Figure 1. Placed cells, one color a class.
Drawn at 8 px/um.
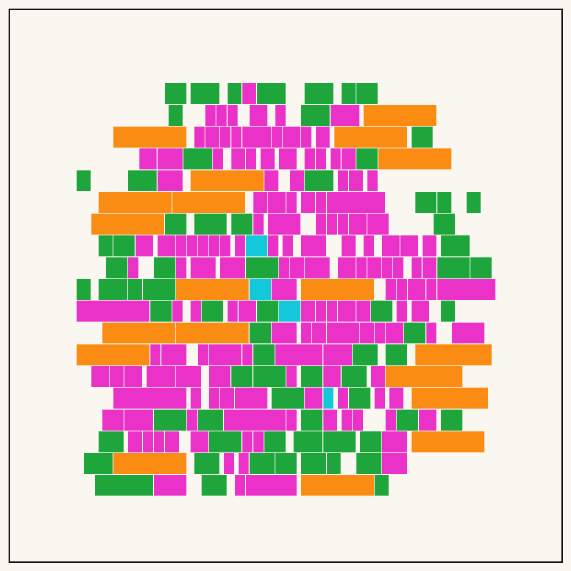
Figure 2. Signal metal coverage by tile.
Drawn at 4 px/um. 14 x 14 tiles, from dark purple (low) to yellow (high), scaled to the fullest tile. Values are wire area over tile area, all layers added.
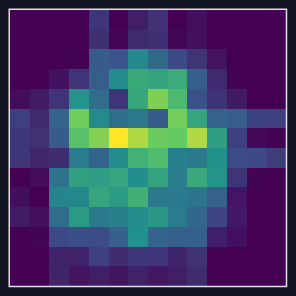
Figure 3. Clock nets.
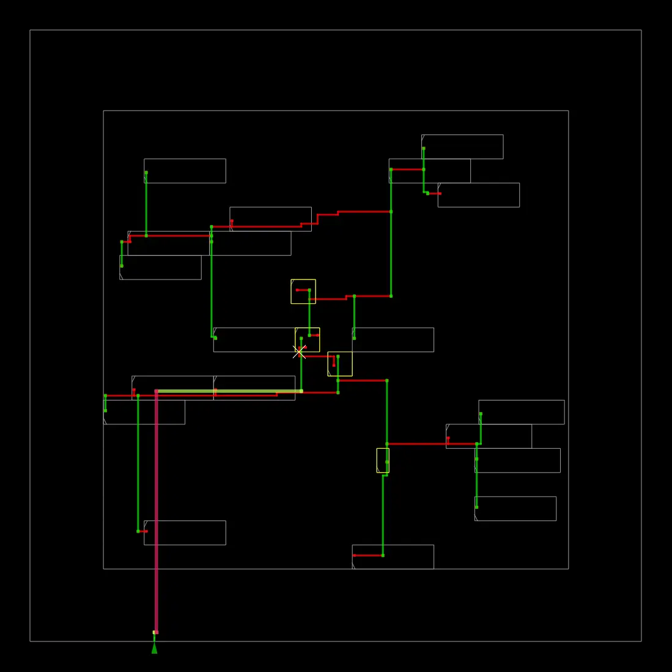
Figure 4. Signal wires on met3.
Drawn at 6 px/um.
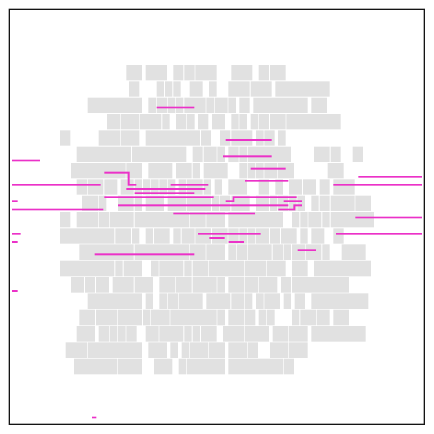
==> config.mk <==
export PLATFORM = sky130hd
export DESIGN_NAME = universal_shift_reg
export DESIGN_NICKNAME = d
export VERILOG_FILES = /design/src/rtl/universal_shift_reg.sv
export SDC_FILE = /design/constraint.sdc
export NUM_CORES = 1
export LEC_CHECK = 0
export ABC_AREA = 1
export CAP_MARGIN = 20
export CORE_MARGIN = 8
export CORE_UTILIZATION = 43
export CTS_CLUSTER_SIZE = 30
export DETAILED_ROUTE_END_ITERATION = 6
export GPL_ROUTABILITY_DRIVEN = 0
export PLACE_DENSITY = 0.77
export SYNTH_ARGS = -nofsm -noshare
export SYNTH_HDL_FRONTEND = slang
export SYNTH_SLANG_ARGS = --single-unit
==> constraint.sdc <==
create_clock -name clk -period 1.1 [get_ports clk]
set_input_delay 0.22 -clock clk [delete_from_list [all_inputs] [get_ports clk]]
set_output_delay 0.22 -clock clk [all_outputs]
set_load 0.01 [all_outputs]
==> flow_metrics.py <==
# Physical implementation metrics
metrics = {
    "run_status": {
        "status": "finished with violations",
        "violations": "design-rule violations, negative setup slack",
    },
    "clock_tree": {
        "root_buffer": "clkbuf_4",
        "clkLatencyLatePin_ns": 0.29,
    },
    "place": {
        "place_hpwl_um": 2710,
        "dpl-instance-area_sq_um": 1740,
        "port_buffers": 32,
    },
    "timing": {
        "maxSlewViolCount": 0,
        "fin_ws_ns": -0.188,
        "setup_viol": 14,
        "tightest_slew_ns": 0.227,
        "fin_crit_ns": 1.29,
    },
    "logic_synthesis": {
        "ys_seq_share_pct": 39.5,
        "synth-seq-cells": 19,
        "top_area_cell": "dfrtp_1",
    },
    "final_layout": {
        "fin_area_sq_um": 2060,
        "nets": 270,
        "drive_gt1_share_pct": 42.7,
    },
    "worst_setup_path": {
        "cp_num_cells": 8,
        "crit_arrival_ns": 1.48,
        "endpoint_kind": "flop",
    },
    "route": {
        "route.detailed.drc": 2,
    },
    "grt": {
        "grt_antenna_before_repair": 0,
    },
}
Notes on Figure 1 above:
- clock drivers and dummy loads: cyan (cells 4; share of their area 1.3%)
- flip-flops: orange (cells 19; share of their area 24%)
- other buffers and delay cells: green (cells 71; share of their area 29%)
- all other logic: magenta (cells 152; share of their area 46%)
Core ar.: 2710 sq um
std cell rows: 19

Notes on Figure 2 above:
- fullest tile: 0.61
- nearly empty tiles: 30%
- mean over tiles: 0.14
- emptiest ninth of the die: top right
post-DR wirelength/cell: 14.9 um
final WL: 4140 um
GRT Util Overall: 17.1%
Vias: 1463

Notes on Figure 3 above:
CTS buffer count: 3
CLK BUF: 4

Notes on Figure 4 above:
- share of all routed wire: 6.5%
- longest straight run: 28.1 um
- nets with wire on the layer: 30
- main direction: horizontal
- wire length on this layer: 269 um
met3 usage: 3.39%

-- routing by layer --
layer / wire, um / global-route usage, % / vias to the layer above
li1: - / - / 715
met1: 1630 / 19.6 / 694
met2: 2220 / 31.3 / 52
met3: 268 / 3.39 / 2
met4: 27 / 5.01 / 0
met5: 0 / 0 / -
-- worst reg2reg max path, cell delays in order (launching register included) --
cell and delay, ns:
dfrtp_2 0.48, nor2_4 0.19, nand2_8 0.10, nand2_8 0.12, nand2_4 0.05, nand3_2 0.06
nand2_1 0.06, nand2_1 0.06, o21ai_1 0.07
-- timing repair --
item | CTS | global route
pin swaps | 13 | 12
gates cloned | 0 | 0
buffers inserted | 14 | 3
resized | 100 | 23
setup endpoints to repair | 30 | 18
-- per-stage QoR --
| stage | power (uW) | TNS, ns | util [%] | instances |
|---|---|---|---|---|
| 6_report | 6220 | -1.64 | 75.9 | 277 |
| 5_1_grt | 6680 | -2.72 | 75.9 | 277 |
| 4_1_cts | 5640 | -1.30 | 72.4 | 274 |
| 3_5_place_dp | 4680 | -7.27 | 64.3 | 256 |
| 3_3_place_gp | 4580 | -6.53 | 64.3 | 256 |
| 2_1_floorplan | 3380 | -0.474 | - | 177 |
-- final cells by class --
| class | instances | area [sq um] | area share [%] |
|---|---|---|---|
| tap | 31 | 38.8 | 1.88 |
| clock buffer | 4 | 26.3 | 1.28 |
| multi-input combinational | 130 | 831 | 40.4 |
| inverter | 22 | 95.1 | 4.62 |
| sequential | 19 | 479 | 23.3 |
| timing repair buffer | 71 | 588 | 28.6 |
-- where the power goes --
group	internal (uW)	total, uW	switching, uW
Clock	141	367	226
Combinational	2050	4460	2410
Sequential	1060	1400	334
Total	3250	6220	2970
-- cell families after synthesis --
group	after synthesis	synth area share, %
DFF	19	39.5
buffers and inverters	28	9.45
AOI/OAI and AO/OA	31	14.3
xor gates and xnor gates	1	0.727
and+or+nand+nor	96	34.0
adders and majority gates	2	2.08
-- layout by cell type (no fill, tap or decap), drive strengths merged --
cell | Yosys | final
dlygate4sd2 | 0 | 9
a21oi | 8 | 8
or2 | 1 | 1
nand4 | 6 | 6
dfrtp | 19 | 19
o211ai | 3 | 3
a21boi | 1 | 1
inv | 22 | 22
buf | 6 | 51
nor3 | 1 | 1
nand3 | 18 | 18
clkdlybuf4s50 | 0 | 11
clkbuf | 0 | 4
a31oi | 3 | 3
nor2 | 16 | 16
xor2 | 1 | 1
nand2 | 54 | 54
o21ai | 16 | 16
ha | 2 | 2
Power figures rest on the tool's default switching activity, not on a simulated workload.
